$ cat src/rtl/key_inv_exp.sv
`default_nettype none
// ============================================================================
//  Module   : key_inv_exp
//  Purpose  : Byte-serial inverse AES-128 key-schedule step. Takes round key
//             N+1 one byte per cycle and returns round key N one byte per
//             cycle, using an external S-box with one cycle of read latency.
//             One instance per round; RCON is the forward round constant
//             being undone (8'h10 turns round key 5 into round key 4).
//  Ports    : clk          rising-edge clock
//             rst          synchronous active-high reset
//             din          round key N+1 byte, index order 0..15
//             enable_din   din valid (only taken while din_ready is high)
//             din_ready    high while the block is loading a key
//             addr_out     S-box address
//             enable_sbox  addr_out valid
//             sbox_in      S-box data for the previous cycle's address
//             out_req      downstream ready for round key N (level)
//             dout         round key N byte, index order 0..15
//             enable_out   dout valid
//  Byte map : byte i = 4*row + col; column c holds bytes c, c+4, c+8, c+12.
//  Revision : 1.0  initial release
// ============================================================================
module key_inv_exp #(
    parameter logic [7:0] RCON = 8'h10
) (
    input  logic       clk,
    input  logic       rst,
    input  logic [7:0] din,
    input  logic       enable_din,
    output logic       din_ready,
    output logic [7:0] addr_out,
    output logic       enable_sbox,
    input  logic [7:0] sbox_in,
    input  logic       out_req,
    output logic [7:0] dout,
    output logic       enable_out
);

    typedef enum logic [2:0] {
        ST_LOAD = 3'd0,
        ST_XORC = 3'd1,
        ST_SUB  = 3'd2,
        ST_COL0 = 3'd3,
        ST_WAIT = 3'd4,
        ST_OUT  = 3'd5
    } state_t;

    // Last value of the per-state step counter.
    localparam logic [3:0] C_LOAD_LAST = 4'd15;
    localparam logic [3:0] C_XORC_LAST = 4'd2;
    localparam logic [3:0] C_SUB_LAST  = 4'd4;
    localparam logic [3:0] C_OUT_LAST  = 4'd15;

    state_t     r_state;
    state_t     w_state_nxt;
    logic [3:0] r_cnt;
    logic [3:0] w_cnt_nxt;

    // Key storage is rewritten in place: columns 3..1 become p3..p1 during
    // XORC and column 0 becomes p0 in COL0, so no second key buffer exists.
    logic [7:0] r_key [16];
    logic [7:0] r_sub [4];

    logic       r_din_ready;
    logic [7:0] r_addr;
    logic       r_en_sbox;
    logic [7:0] r_dout;
    logic       r_en_out;

    logic       w_din_ready_nxt;
    logic [7:0] w_addr_nxt;
    logic       w_en_sbox_nxt;
    logic [7:0] w_dout_nxt;
    logic       w_en_out_nxt;

    // RotWord order: SUB step k looks up row k+1 (mod 4) of column 3.
    logic [1:0] w_rot_row;
    // XORC step k rewrites column 3-k from itself and its left neighbour.
    logic [1:0] w_xor_col;
    logic [1:0] w_xor_src;
    // S-box data arrives one cycle after the address, so SUB step k (k>=1)
    // captures sub[k-1]; step 4 wraps to index 3.
    logic [1:0] w_sub_idx;

    assign w_rot_row = w_cnt_nxt[1:0] + 2'd1;
    assign w_xor_col = 2'd3 - r_cnt[1:0];
    assign w_xor_src = w_xor_col - 2'd1;
    assign w_sub_idx = r_cnt[1:0] - 2'd1;

    // ------------------------------------------------------------------
    // State register and registered outputs
    // ------------------------------------------------------------------
    always_ff @(posedge clk) begin
        if (rst) begin
            r_state     <= ST_LOAD;
            r_cnt       <= 4'd0;
            r_din_ready <= 1'b1;
            r_addr      <= 8'h00;
            r_en_sbox   <= 1'b0;
            r_dout      <= 8'h00;
            r_en_out    <= 1'b0;
        end else begin
            r_state     <= w_state_nxt;
            r_cnt       <= w_cnt_nxt;
            r_din_ready <= w_din_ready_nxt;
            r_addr      <= w_addr_nxt;
            r_en_sbox   <= w_en_sbox_nxt;
            r_dout      <= w_dout_nxt;
            r_en_out    <= w_en_out_nxt;
        end
    end

    // ------------------------------------------------------------------
    // Next state and next registered outputs. Outputs are derived from
    // the upcoming state so each one is visible during the cycle the
    // block actually spends in that state.
    // ------------------------------------------------------------------
    always_comb begin
        w_state_nxt     = r_state;
        w_cnt_nxt       = r_cnt;
        w_din_ready_nxt = 1'b0;
        w_addr_nxt      = 8'h00;
        w_en_sbox_nxt   = 1'b0;
        w_dout_nxt      = 8'h00;
        w_en_out_nxt    = 1'b0;

        case (r_state)
            ST_LOAD: begin
                if (enable_din) begin
                    if (r_cnt == C_LOAD_LAST) begin
                        w_state_nxt = ST_XORC;
                        w_cnt_nxt   = 4'd0;
                    end else begin
                        w_cnt_nxt = r_cnt + 4'd1;
                    end
                end
            end
            ST_XORC: begin
                if (r_cnt == C_XORC_LAST) begin
                    w_state_nxt = ST_SUB;
                    w_cnt_nxt   = 4'd0;
                end else begin
                    w_cnt_nxt = r_cnt + 4'd1;
                end
            end
            ST_SUB: begin
                if (r_cnt == C_SUB_LAST) begin
                    w_state_nxt = ST_COL0;
                    w_cnt_nxt   = 4'd0;
                end else begin
                    w_cnt_nxt = r_cnt + 4'd1;
                end
            end
            ST_COL0: begin
                w_state_nxt = ST_WAIT;
                w_cnt_nxt   = 4'd0;
            end
            ST_WAIT: begin
                if (out_req) begin
                    w_state_nxt = ST_OUT;
                    w_cnt_nxt   = 4'd0;
                end
            end
            ST_OUT: begin
                // The burst is committed once started; out_req is not
                // looked at again until the next key.
                if (r_cnt == C_OUT_LAST) begin
                    w_state_nxt = ST_LOAD;
                    w_cnt_nxt   = 4'd0;
                end else begin
                    w_cnt_nxt = r_cnt + 4'd1;
                end
            end
            default: begin
                w_state_nxt = ST_LOAD;
                w_cnt_nxt   = 4'd0;
            end
        endcase

        w_din_ready_nxt = (w_state_nxt == ST_LOAD);

        // SUB steps 0..3 issue lookups; step 4 only collects the last reply.
        if ((w_state_nxt == ST_SUB) && (w_cnt_nxt[3:2] == 2'b00)) begin
            w_en_sbox_nxt = 1'b1;
            w_addr_nxt    = r_key[{w_rot_row, 2'd3}];
        end

        if (w_state_nxt == ST_OUT) begin
            w_en_out_nxt = 1'b1;
            w_dout_nxt   = r_key[w_cnt_nxt];
        end
    end

    // ------------------------------------------------------------------
    // Key datapath (not reset; contents are only meaningful after a load)
    // ------------------------------------------------------------------
    always_ff @(posedge clk) begin
        case (r_state)
            ST_LOAD: begin
                if (enable_din) begin
                    r_key[r_cnt] <= din;
                end
            end
            ST_XORC: begin
                for (int r = 0; r < 4; r++) begin
                    r_key[{2'(r), w_xor_col}] <= r_key[{2'(r), w_xor_col}]
                                               ^ r_key[{2'(r), w_xor_src}];
                end
            end
            ST_SUB: begin
                if (r_cnt != 4'd0) begin
                    r_sub[w_sub_idx] <= sbox_in;
                end
            end
            ST_COL0: begin
                for (int r = 0; r < 4; r++) begin
                    r_key[{2'(r), 2'd0}] <= r_key[{2'(r), 2'd0}] ^ r_sub[r]
                                          ^ ((r == 0) ? RCON : 8'h00);
                end
            end
            default: begin
            end
        endcase
    end

    assign din_ready   = r_din_ready;
    assign addr_out    = r_addr;
    assign enable_sbox = r_en_sbox;
    assign dout        = r_dout;
    assign enable_out  = r_en_out;

endmodule
`default_nettype wire

$ cat config.mk
export PLATFORM = sky130hd
export DESIGN_NAME = key_inv_exp
export DESIGN_NICKNAME = d
export VERILOG_FILES = /design/src/rtl/key_inv_exp.sv
export SDC_FILE = /design/constraint.sdc
export NUM_CORES = 1
export LEC_CHECK = 0
export CAP_MARGIN = 20
export CELL_PAD_IN_SITES_DETAIL_PLACEMENT = 1
export CELL_PAD_IN_SITES_GLOBAL_PLACEMENT = 1
export CORE_UTILIZATION = 32
export DETAILED_ROUTE_END_ITERATION = 8
export GPL_TIMING_DRIVEN = 0
export PLACE_DENSITY_LB_ADDON = 0.05
export SETUP_SLACK_MARGIN = 0.02
export SYNTH_ARGS = -nofsm -noshare
export SYNTH_HDL_FRONTEND = slang
export SYNTH_SLANG_ARGS = --single-unit
$ cat constraint.sdc
create_clock -name clk -period 3.6 [get_ports clk]
set_clock_uncertainty 0.2 [all_clocks]
set_input_delay 0.9 -clock clk [delete_from_list [all_inputs] [get_ports clk]]
set_output_delay 0.9 -clock clk [all_outputs]
set_load 0.02 [all_outputs]
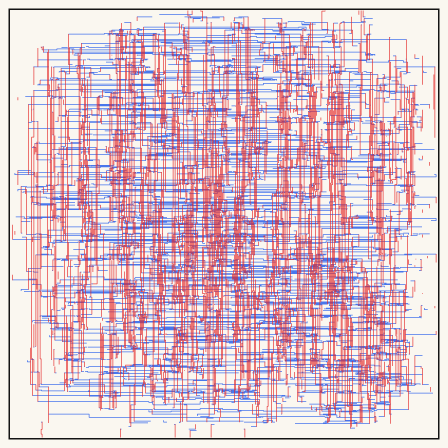
Fig. 1. Metal layers overlaid (run 1).
Two of the layers only.
legend:
  blue:
    layer: metal 1
    wire_length: 20.3 mm
  red:
    layer: metal 2
    wire_length: 21.2 mm

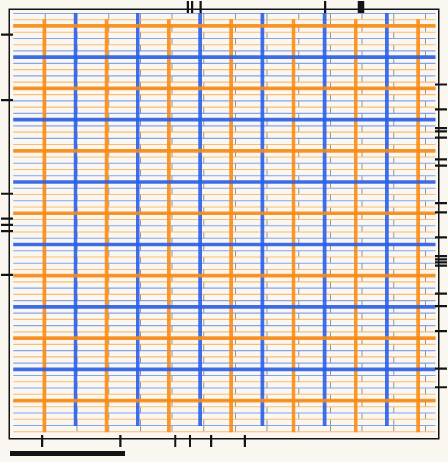
Fig. 2. PDN straps and rails (run 1).
Bar = 50 µm. Pins as bars on the die edge. Tap cells in grey.
legend:
  orange:
    net: VSS
  blue:
    net: VDD
met4 straps: 13
met1 rails: 68
tap cells: 448

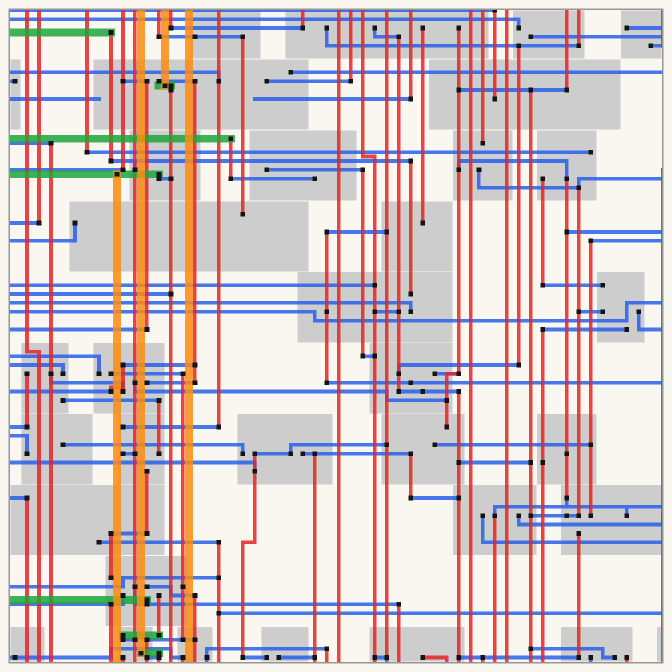
Fig. 3. Close-up of the layout (run 1).
Region (127, 34) to (152, 59) µm. Cells in grey, sequential cells in the stronger grey; small squares are vias.
legend:
  green:
    layer: metal 3
  orange:
    layer: metal 4
  red:
    layer: metal 2
  blue:
    layer: metal 1
sequential cells in the window: 0
cells with their middle in the window: 31
most frequent: buf_4 (3)

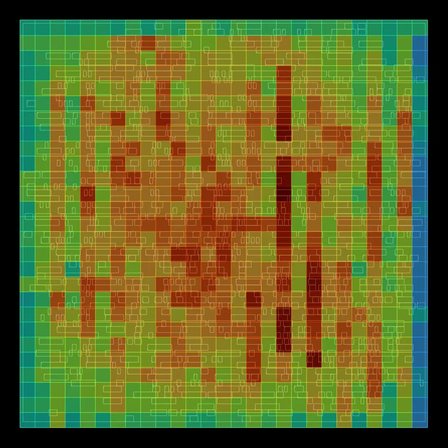
Fig. 4. Track usage over the die (run 1).
detail-routed net length per standard cell: 30.7 µm
GR peak layer: met2
met2 Usage GRT: 42.5%
met3 Usage GRT: 3.37%

==> flow_metrics.py, run 1 <==
# Auto-generated metrics
metrics = {
    "status": {
        "status": "completed",
    },
    "floorplanning": {
        "row_count": 67,
        "chipArea_mm2": 0.0348,
        "coreArea_mm2": 0.0335,
        "die_h_um": 186,
        "taps": 448,
    },
    "sta": {
        "hold_slack_ps": 563,
        "tightestPinTransition_ps": 1160,
        "maxSlewHeadroom_pct": 22.9,
        "period_minus_slack_ps": 3510,
        "setup_viol": 0,
    },
    "logic_synthesis": {
        "logic_family": "multiplexers",
        "synth_warnings": 0,
        "edf_count": 160,
        "synth_area_mm2": 0.0109,
        "synthMuxAreaShare_pct": 20.2,
        "async_reset_ff_share_pct": 0,
        "fp_nets": 924,
        "ys_seq_share_pct": 48.9,
    },
    "power": {
        "power_density_mw_per_mm2": 391,
        "seqPwrFrac_pct": 45.9,
    },
    "placement": {
        "portBuffers": 37,
        "dp_slack_ps": -1480,
        "place_inst": 1393,
    },
    "hold_path": {
        "hold_end": "addr_out[7]$_SDFF_PP0_",
        "hold_class": "flop to flop",
        "hp-start": "r_key[7][7]$_DFFE_PP_",
    },
    "cells_and_area": {
        "clock_cell_area_share_pct": 4.12,
        "seq_area_mm2": 0.00533,
        "inv_count": 9,
        "dominant_cells": "multi-input combinational cells",
        "logic_area_mm2": 0.00554,
        "reg_top3": "r_key x128, r_sub x32",
        "largest_register_ffs": 128,
        "area_delta_synth_final_pct": 21.3,
    },
    "clock_tree": {
        "cts_setup_buffers": 32,
        "ctsHoldBuffers": 0,
    },
    "critical_path": {
        "startpoint": "r_cnt[0]$_SDFF_PP0_",
        "rrSetupSlack_ps": 90,
    },
    "drt": {
        "antenna_left": 0,
        "routed_wl_um": 45000,
    },
    "global_routing": {
        "grt_pass1_wl_um": 64400,
        "grt_usage_pct": 26.6,
    },
}
-- run 1: cell usage after synthesis (11+ instances only) --
master / count / area (µm²)
mux2i_1: 17 / 170
and2_1: 15 / 93.8
clkbuf_1: 32 / 120
buf_2: 15 / 75.1
o21ai_0: 55 / 275
dfxtp_1: 26 / 521
xor2_1: 34 / 298
a21oi_1: 32 / 160
nand3_1: 11 / 55.1
nand2_1: 212 / 796
mux4_2: 89 / 2000
xnor2_1: 31 / 272
nor2_1: 36 / 135
edfxtp_1: 160 / 4800
-- run 1: metal layers --
metal	vias up	wire, µm	global-route usage, %
li1	3602	-	-
met2	315	21200	42.5
met3	43	2520	3.37
met4	0	1020	8.23
met5	-	0	0
met1	4370	20300	37.6
Fig. 5: run 1, signal wires on met4
Cells faint in the background.
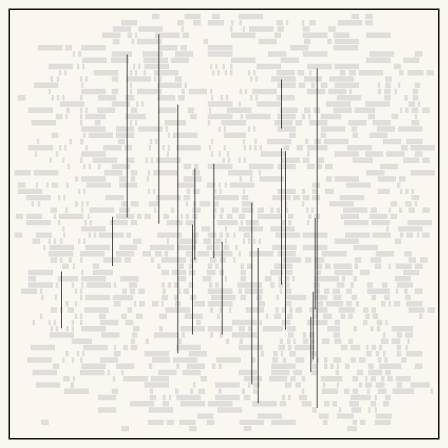

==> inputs of run 2 (changes only) <==
- PLACE_DENSITY: not set -> 0.68
- PLACE_DENSITY_LB_ADDON: 0.05 -> not set
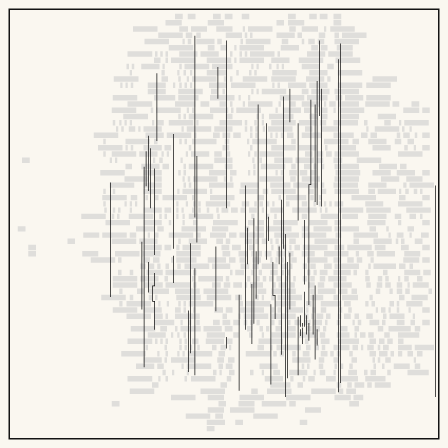
Fig. 6. Signal wires on met4 (run 2).
Cells faint in the background.
nets with wire on the layer: 45
wire length on this layer: 2,320 µm

==> flow_metrics.py, run 2 <==
# Auto-generated metrics
metrics = {
    "floorplanning": {
        "taps": 448,
        "coreArea_mm2": 0.0335,
    },
    "sta": {
        "setup_viol": 0,
        "hold_slack_ps": 553,
        "tightestPinTransition_ps": 1030,
    },
    "drt": {
        "wl_per_cell_um": 28.6,
        "antenna_left": 0,
        "top_layer": "met4",
        "met3_length_um": 3800,
        "met2_length_um": 19700,
    },
    "clock_tree": {
        "ctsHoldBuffers": 0,
        "cts_setup_buffers": 21,
    },
    "global_routing": {
        "met2_usage_pct": 39.3,
        "grt_pass1_wl_um": 60600,
        "met3_usage_pct": 4.81,
        "use_met1_pct": 30.8,
        "grt_usage_pct": 24.3,
    },
    "power": {
        "seqPwrFrac_pct": 44.8,
        "power_density_mw_per_mm2": 404,
    },
    "hold_path": {
        "hold_class": "flop to flop",
    },
    "logic_synthesis": {
        "synthMuxAreaShare_pct": 20.2,
        "synth_area_mm2": 0.0109,
        "async_reset_ff_share_pct": 0,
        "logic_family": "multiplexers",
        "top_cells_by_area": "edfxtp_1 44%, mux4_2 18%, nand2_1 7.3%",
        "top_cell": "nand2_1",
        "ys_seq_share_pct": 48.9,
        "fp_nets": 924,
        "yosys.area.top_type_share_pct": 44.1,
        "yosys-top-cells-count": "212 x nand2_1, 160 x edfxtp_1, 89 x mux4_2, 55 x o21ai_0, 36 x nor2_1",
    },
    "status": {
        "status": "completed",
    },
    "cells_and_area": {
        "logic_area_mm2": 0.00549,
        "inv_count": 9,
        "dominant_cells": "multi-input combinational cells",
        "seq_area_mm2": 0.00533,
        "area_delta_synth_final_pct": 20.5,
        "reg_top3": "r_key x128, r_sub x32",
        "largest_register_ffs": 128,
    },
    "placement": {
        "place_inst": 1394,
        "portBuffers": 37,
        "dp_slack_ps": -1390,
    },
}
-- run 2: cell types whose count changed in the layout (fill, tap and decap cells not counted), moves of 3 or more --
cell      before  now
inv_6          4    0
buf_8          4    0
inv_8          1    6
clkbuf_4       1    4
buf_12         2    7
buf_4         46   29
o21ai_2       15   10
clkbuf_8       3    0
-- run 2: worst paths after layout --
path	start	endpoint	cells past startpoint	slack, ps
min reg2reg	r_key[7][7]$_DFFE_PP_	addr_out[7]$_SDFF_PP0_	2	550
max reg2reg	r_cnt[0]$_SDFF_PP0_	dout[0]$_SDFF_PP0_	12	50
max	r_cnt[0]$_SDFF_PP0_	dout[0]$_SDFF_PP0_	12	50
min	r_key[7][7]$_DFFE_PP_	addr_out[7]$_SDFF_PP0_	2	550
Power is estimated from default activity; no workload was simulated.
